Gate-type map:
Scale bar: 20 um.
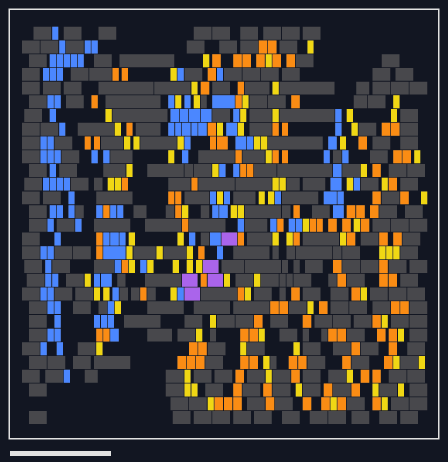
Routing congestion:
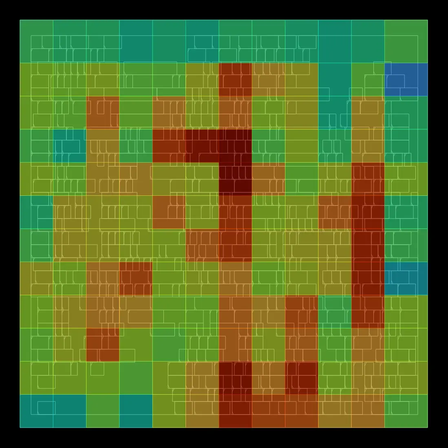
Signal wires on met3:
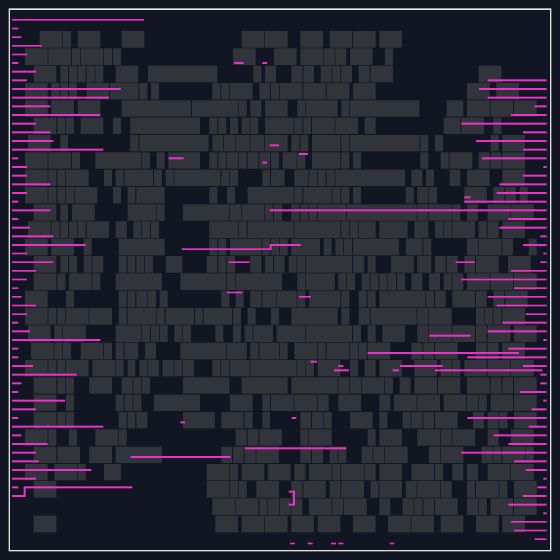
Clock wires, drivers and flops:
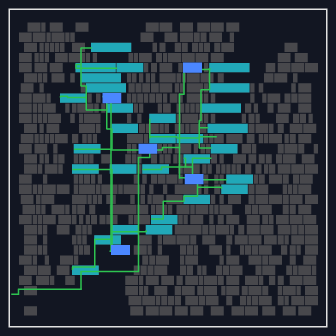
## config.mk

```make
export PLATFORM = sky130hd
export DESIGN_NAME = ace_ccu_snoop_arb
export DESIGN_NICKNAME = d
export VERILOG_FILES = /design/src/rtl/ace_ccu_snoop_arb_pkg.sv /design/src/rtl/ace_ccu_snoop_arb.sv
export SDC_FILE = /design/constraint.sdc
export NUM_CORES = 1
export LEC_CHECK = 0
export ABC_AREA = 1
export CORE_MARGIN = 2
export CORE_UTILIZATION = 38
export CTS_BUF_LIST = sky130_fd_sc_hd__clkbuf_4 sky130_fd_sc_hd__clkbuf_8
export CTS_CLUSTER_SIZE = 30
export DETAILED_ROUTE_END_ITERATION = 7
export GPL_TIMING_DRIVEN = 0
export PLACE_DENSITY = 0.87
export SYNTH_ARGS = -nofsm -noshare
export SYNTH_HDL_FRONTEND = slang
export SYNTH_SLANG_ARGS = --single-unit
```

## constraint.sdc

```tcl
create_clock -name clk_i -period 7.5 [get_ports clk_i]
set_input_delay 0.75 -clock clk_i [delete_from_list [all_inputs] [get_ports clk_i]]
set_output_delay 0.75 -clock clk_i [all_outputs]
set_load 0.005 [all_outputs]
```

## src/rtl/ace_ccu_snoop_arb_pkg.sv

```systemverilog
// Default ACE snoop channel types for ace_ccu_snoop_arb.
// Integrators normally override these with their own snoop structs.
package ace_ccu_snoop_arb_pkg;

    typedef struct packed {
        logic [7:0] addr;
        logic [3:0] snoop;
        logic [2:0] prot;
    } ace_ac_chan_t;

    typedef struct packed {
        logic [31:0] data;
        logic        last;
    } ace_cd_chan_t;

    typedef logic [4:0] ace_cr_resp_t;

    typedef struct packed {
        logic         ac_valid;
        ace_ac_chan_t ac;
        logic         cr_ready;
        logic         cd_ready;
    } ace_snoop_req_t;

    typedef struct packed {
        logic         ac_ready;
        logic         cr_valid;
        ace_cr_resp_t cr_resp;
        logic         cd_valid;
        ace_cd_chan_t cd;
    } ace_snoop_resp_t;

endpackage

```

## src/rtl/ace_ccu_snoop_arb.sv

```systemverilog
// N-to-1 ACE snoop arbiter: round-robin AC grant with lock-until-handshake,
// in-order CR/CD return routing through two index FIFOs, bounded in-flight count.
module ace_ccu_snoop_arb #(
    parameter int unsigned NoSnoopPorts   = 2,
    parameter int unsigned MaxOutstanding = 4,
    parameter type snoop_req_t   = ace_ccu_snoop_arb_pkg::ace_snoop_req_t,
    parameter type snoop_resp_t  = ace_ccu_snoop_arb_pkg::ace_snoop_resp_t,
    parameter type domain_mask_t = logic,
    localparam int unsigned IdxW = (NoSnoopPorts > 1) ? $clog2(NoSnoopPorts) : 1,
    localparam int unsigned CntW = $clog2(MaxOutstanding + 1)
) (
    input  logic                            clk_i,
    input  logic                            rst_ni,
    input  snoop_req_t   [NoSnoopPorts-1:0] slv_snoop_reqs_i,
    output snoop_resp_t  [NoSnoopPorts-1:0] slv_snoop_resps_o,
    input  domain_mask_t [NoSnoopPorts-1:0] slv_masks_i,
    output snoop_req_t                      mst_snoop_req_o,
    input  snoop_resp_t                     mst_snoop_resp_i,
    output domain_mask_t                    mst_mask_o,
    output logic [CntW-1:0]                 outstanding_o
);

    localparam int unsigned PtrW = (MaxOutstanding > 1) ? $clog2(MaxOutstanding) : 1;

    function automatic logic [PtrW-1:0] ptr_inc(input logic [PtrW-1:0] p);
        return (p == PtrW'(MaxOutstanding - 1)) ? '0 : p + 1'b1;
    endfunction

    function automatic logic [IdxW-1:0] idx_inc(input logic [IdxW-1:0] i);
        return (i == IdxW'(NoSnoopPorts - 1)) ? '0 : i + 1'b1;
    endfunction

    logic [IdxW-1:0] rr_q, lock_idx_q, cand_idx, scan_idx;
    logic            lock_q;
    logic            cand_valid, mst_ac_valid, ac_hs;
    logic            cr_ready_m, cr_hs, cd_push;
    logic            cd_ready_m, cd_last_hs;

    logic [IdxW-1:0] cr_mem [MaxOutstanding];
    logic [IdxW-1:0] cd_mem [MaxOutstanding];
    logic [PtrW-1:0] cr_wr_q, cr_rd_q, cd_wr_q, cd_rd_q;
    logic [CntW-1:0] cr_cnt_q, cd_cnt_q;
    logic            cr_empty, cd_empty, cd_full;
    logic [IdxW-1:0] cr_head, cd_head;

    assign cr_empty      = (cr_cnt_q == '0);
    assign cd_empty      = (cd_cnt_q == '0);
    assign cd_full       = (cd_cnt_q == CntW'(MaxOutstanding));
    assign cr_head       = cr_mem[cr_rd_q];
    assign cd_head       = cd_mem[cd_rd_q];
    assign outstanding_o = cr_cnt_q + cd_cnt_q;

    // Scan downward so the port closest to rr_q is the last (winning) assignment.
    always_comb begin
        cand_idx = lock_idx_q;
        scan_idx = rr_q;
        if (!lock_q) begin
            cand_idx = rr_q;
            for (int i = int'(NoSnoopPorts) - 1; i >= 0; i--) begin
                scan_idx = IdxW'((int'(rr_q) + i) % NoSnoopPorts);
                if (slv_snoop_reqs_i[scan_idx].ac_valid) cand_idx = scan_idx;
            end
        end
    end

    assign cand_valid   = slv_snoop_reqs_i[cand_idx].ac_valid;
    assign mst_ac_valid = cand_valid && (outstanding_o < CntW'(MaxOutstanding));
    assign ac_hs        = mst_ac_valid && mst_snoop_resp_i.ac_ready;

    // A data-carrying CR needs a free CD slot before it may complete.
    assign cr_ready_m = !cr_empty && slv_snoop_reqs_i[cr_head].cr_ready
                        && !(mst_snoop_resp_i.cr_resp[0] && cd_full);
    assign cr_hs      = mst_snoop_resp_i.cr_valid && cr_ready_m;
    assign cd_push    = cr_hs && mst_snoop_resp_i.cr_resp[0];
    assign cd_ready_m = !cd_empty && slv_snoop_reqs_i[cd_head].cd_ready;
    assign cd_last_hs = mst_snoop_resp_i.cd_valid && cd_ready_m && mst_snoop_resp_i.cd.last;

    always_comb begin
        mst_snoop_req_o          = '0;
        slv_snoop_resps_o        = '0;
        mst_mask_o               = slv_masks_i[cand_idx];
        mst_snoop_req_o.ac_valid = mst_ac_valid;
        mst_snoop_req_o.ac       = slv_snoop_reqs_i[cand_idx].ac;
        mst_snoop_req_o.cr_ready = cr_ready_m;
        mst_snoop_req_o.cd_ready = cd_ready_m;
        slv_snoop_resps_o[cand_idx].ac_ready = ac_hs;
        if (!cr_empty) begin
            slv_snoop_resps_o[cr_head].cr_valid = mst_snoop_resp_i.cr_valid;
            slv_snoop_resps_o[cr_head].cr_resp  = mst_snoop_resp_i.cr_resp;
        end
        if (!cd_empty) begin
            slv_snoop_resps_o[cd_head].cd_valid = mst_snoop_resp_i.cd_valid;
            slv_snoop_resps_o[cd_head].cd       = mst_snoop_resp_i.cd;
        end
    end

    always_ff @(posedge clk_i) begin
        if (!rst_ni) begin
            rr_q       <= '0;
            lock_q     <= 1'b0;
            lock_idx_q <= '0;
            cr_wr_q    <= '0;
            cr_rd_q    <= '0;
            cd_wr_q    <= '0;
            cd_rd_q    <= '0;
            cr_cnt_q   <= '0;
            cd_cnt_q   <= '0;
        end else begin
            if (ac_hs) begin
                lock_q <= 1'b0;
                rr_q   <= idx_inc(cand_idx);
            end else if (mst_ac_valid) begin
                lock_q     <= 1'b1;
                lock_idx_q <= cand_idx;
            end
            if (ac_hs)      cr_wr_q <= ptr_inc(cr_wr_q);
            if (cr_hs)      cr_rd_q <= ptr_inc(cr_rd_q);
            if (cd_push)    cd_wr_q <= ptr_inc(cd_wr_q);
            if (cd_last_hs) cd_rd_q <= ptr_inc(cd_rd_q);
            cr_cnt_q <= cr_cnt_q + CntW'(ac_hs) - CntW'(cr_hs);
            cd_cnt_q <= cd_cnt_q + CntW'(cd_push) - CntW'(cd_last_hs);
        end
    end

    // Route storage holds data only; occupancy is tracked by the counters above.
    always_ff @(posedge clk_i) begin
        if (ac_hs)   cr_mem[cr_wr_q] <= cand_idx;
        if (cd_push) cd_mem[cd_wr_q] <= cr_head;
    end

endmodule
```

==> qor.yml <==
placementRows: 29
hold_path.class: "register to register"
m1WireLength_um: 3110
fill_cells: 514
yosysWarningCount: 0
path_max_fanout: 13
relSlewSlack_pct: 68.0
clk_share_pct: 1.92
die-area_um2: 7200
regToRegStartpoint: "cr_cnt_q[0]$_SDFF_PN0_"
drive_gt1_share_pct: 4.83
use_met2_pct: 46.6
cts_made_buffers: 5
worstPathRequired_ns: 6.75
comb_share_pct: 30.1
finalSetupViolations: 0
taps: 77
biggestCellCategory: "buffers"
grt_pass1_wl_um: 14100
whs_path_depth: 2
clock_latency_ns: 0.28
drc: 0
top_layer: "met4"
layout_top_cells: "clkdlybuf4s50_1, nand2_1, inv_1"
synth_cell_types: 25
ff_count: 29
grt-ovfl-total: 0
power.leakage_nw: 2.10
status: "finished, final reports clean"
rsz0062_at_grt: "no"
drv_slew: 0
-- 'gate-type map' (at the start) --
| family | colour | cells | most used |
|---|---|---|---|
| nand cells | blue | 113 | nand2_1 |
| xor and xnor cells | purple | 5 | xor2_1 |
| nor cells | orange | 119 | nor3_1 |
| inv cells | yellow | 94 | inv_1 |

-- 'routing congestion' (at the start) --
M3 GR Usage: 6.13%
fin util: 71.0%
met1 Usage GRT: 23.6%
Top Usage Layer GRT: met2

-- 'signal wires on met3' (at the start) --
main direction: horizontal
longest straight run: 43.2 um
Post-Route WL: 8580 um
vias: 3203

-- 'clock wires, drivers and flops' (at the start) --
[flip-flops] cyan | count: 29
[clock-net drivers] blue | count: 5
[clock wires] green | length: 437 um
routed clock nets: 6
Clk pwr share: 10.4%
Clock net power: 0.127 mW
Fin Clk Skew: 0.00342 ns

==> per-stage QoR <==
step	power, mW	utilization (%)	hold WS (ns)	area [um^2]	setup WS [ns]
final	1.22	71.0	0.521	4510	4.00
after global routing	1.33	71.0	0.555	4510	3.81
after CTS	1.23	71.0	0.522	4510	3.99
after detailed placement	1.10	69.6	0.513	4420	4.02
after global placement	1.07	69.6	0.496	4420	4.06
after floorplan	0.654	-	0.481	2480	5.15
==> worst min-delay path, cell delays in order, from the launching register on <==
cell and delay (ns):
dfxtp_1 0.33, nor2_1 0.10, nor2_1 0.05
==> cell usage after synthesis <==
| library cell | number | area share (%) |
|---|---|---|
| a21oi_1 | 3 | 0.60 |
| buf_1 | 2 | 0.30 |
| buf_2 | 6 | 1.2 |
| buf_4 | 4 | 1.2 |
| buf_6 | 1 | 0.45 |
| clkbuf_1 | 9 | 1.4 |
| clkinv_1 | 1 | 0.15 |
| dfxtp_1 | 21 | 17 |
| edfxtp_1 | 8 | 9.7 |
| fa_1 | 3 | 2.4 |
| ha_1 | 15 | 7.6 |
| inv_1 | 90 | 14 |
| inv_2 | 3 | 0.45 |
| nand2_1 | 93 | 14 |
| nand2_2 | 4 | 1.0 |
| nand3_1 | 9 | 1.8 |
| nand3b_1 | 1 | 0.30 |
| nand4_1 | 4 | 1.0 |
| nand4_2 | 2 | 1.0 |
| nor2_1 | 38 | 5.7 |
| nor2_2 | 1 | 0.25 |
| nor3_1 | 80 | 16 |
| o21ai_0 | 5 | 1.0 |
| xnor2_1 | 1 | 0.35 |
| xor2_1 | 4 | 1.4 |
==> power breakdown <==
group          internal (mW)  total (mW)  switching, mW
clock network         0.0677       0.127         0.0593
registers              0.202       0.228         0.0262
logic                  0.428       0.866          0.437
Power and IR drop assume default switching activity.
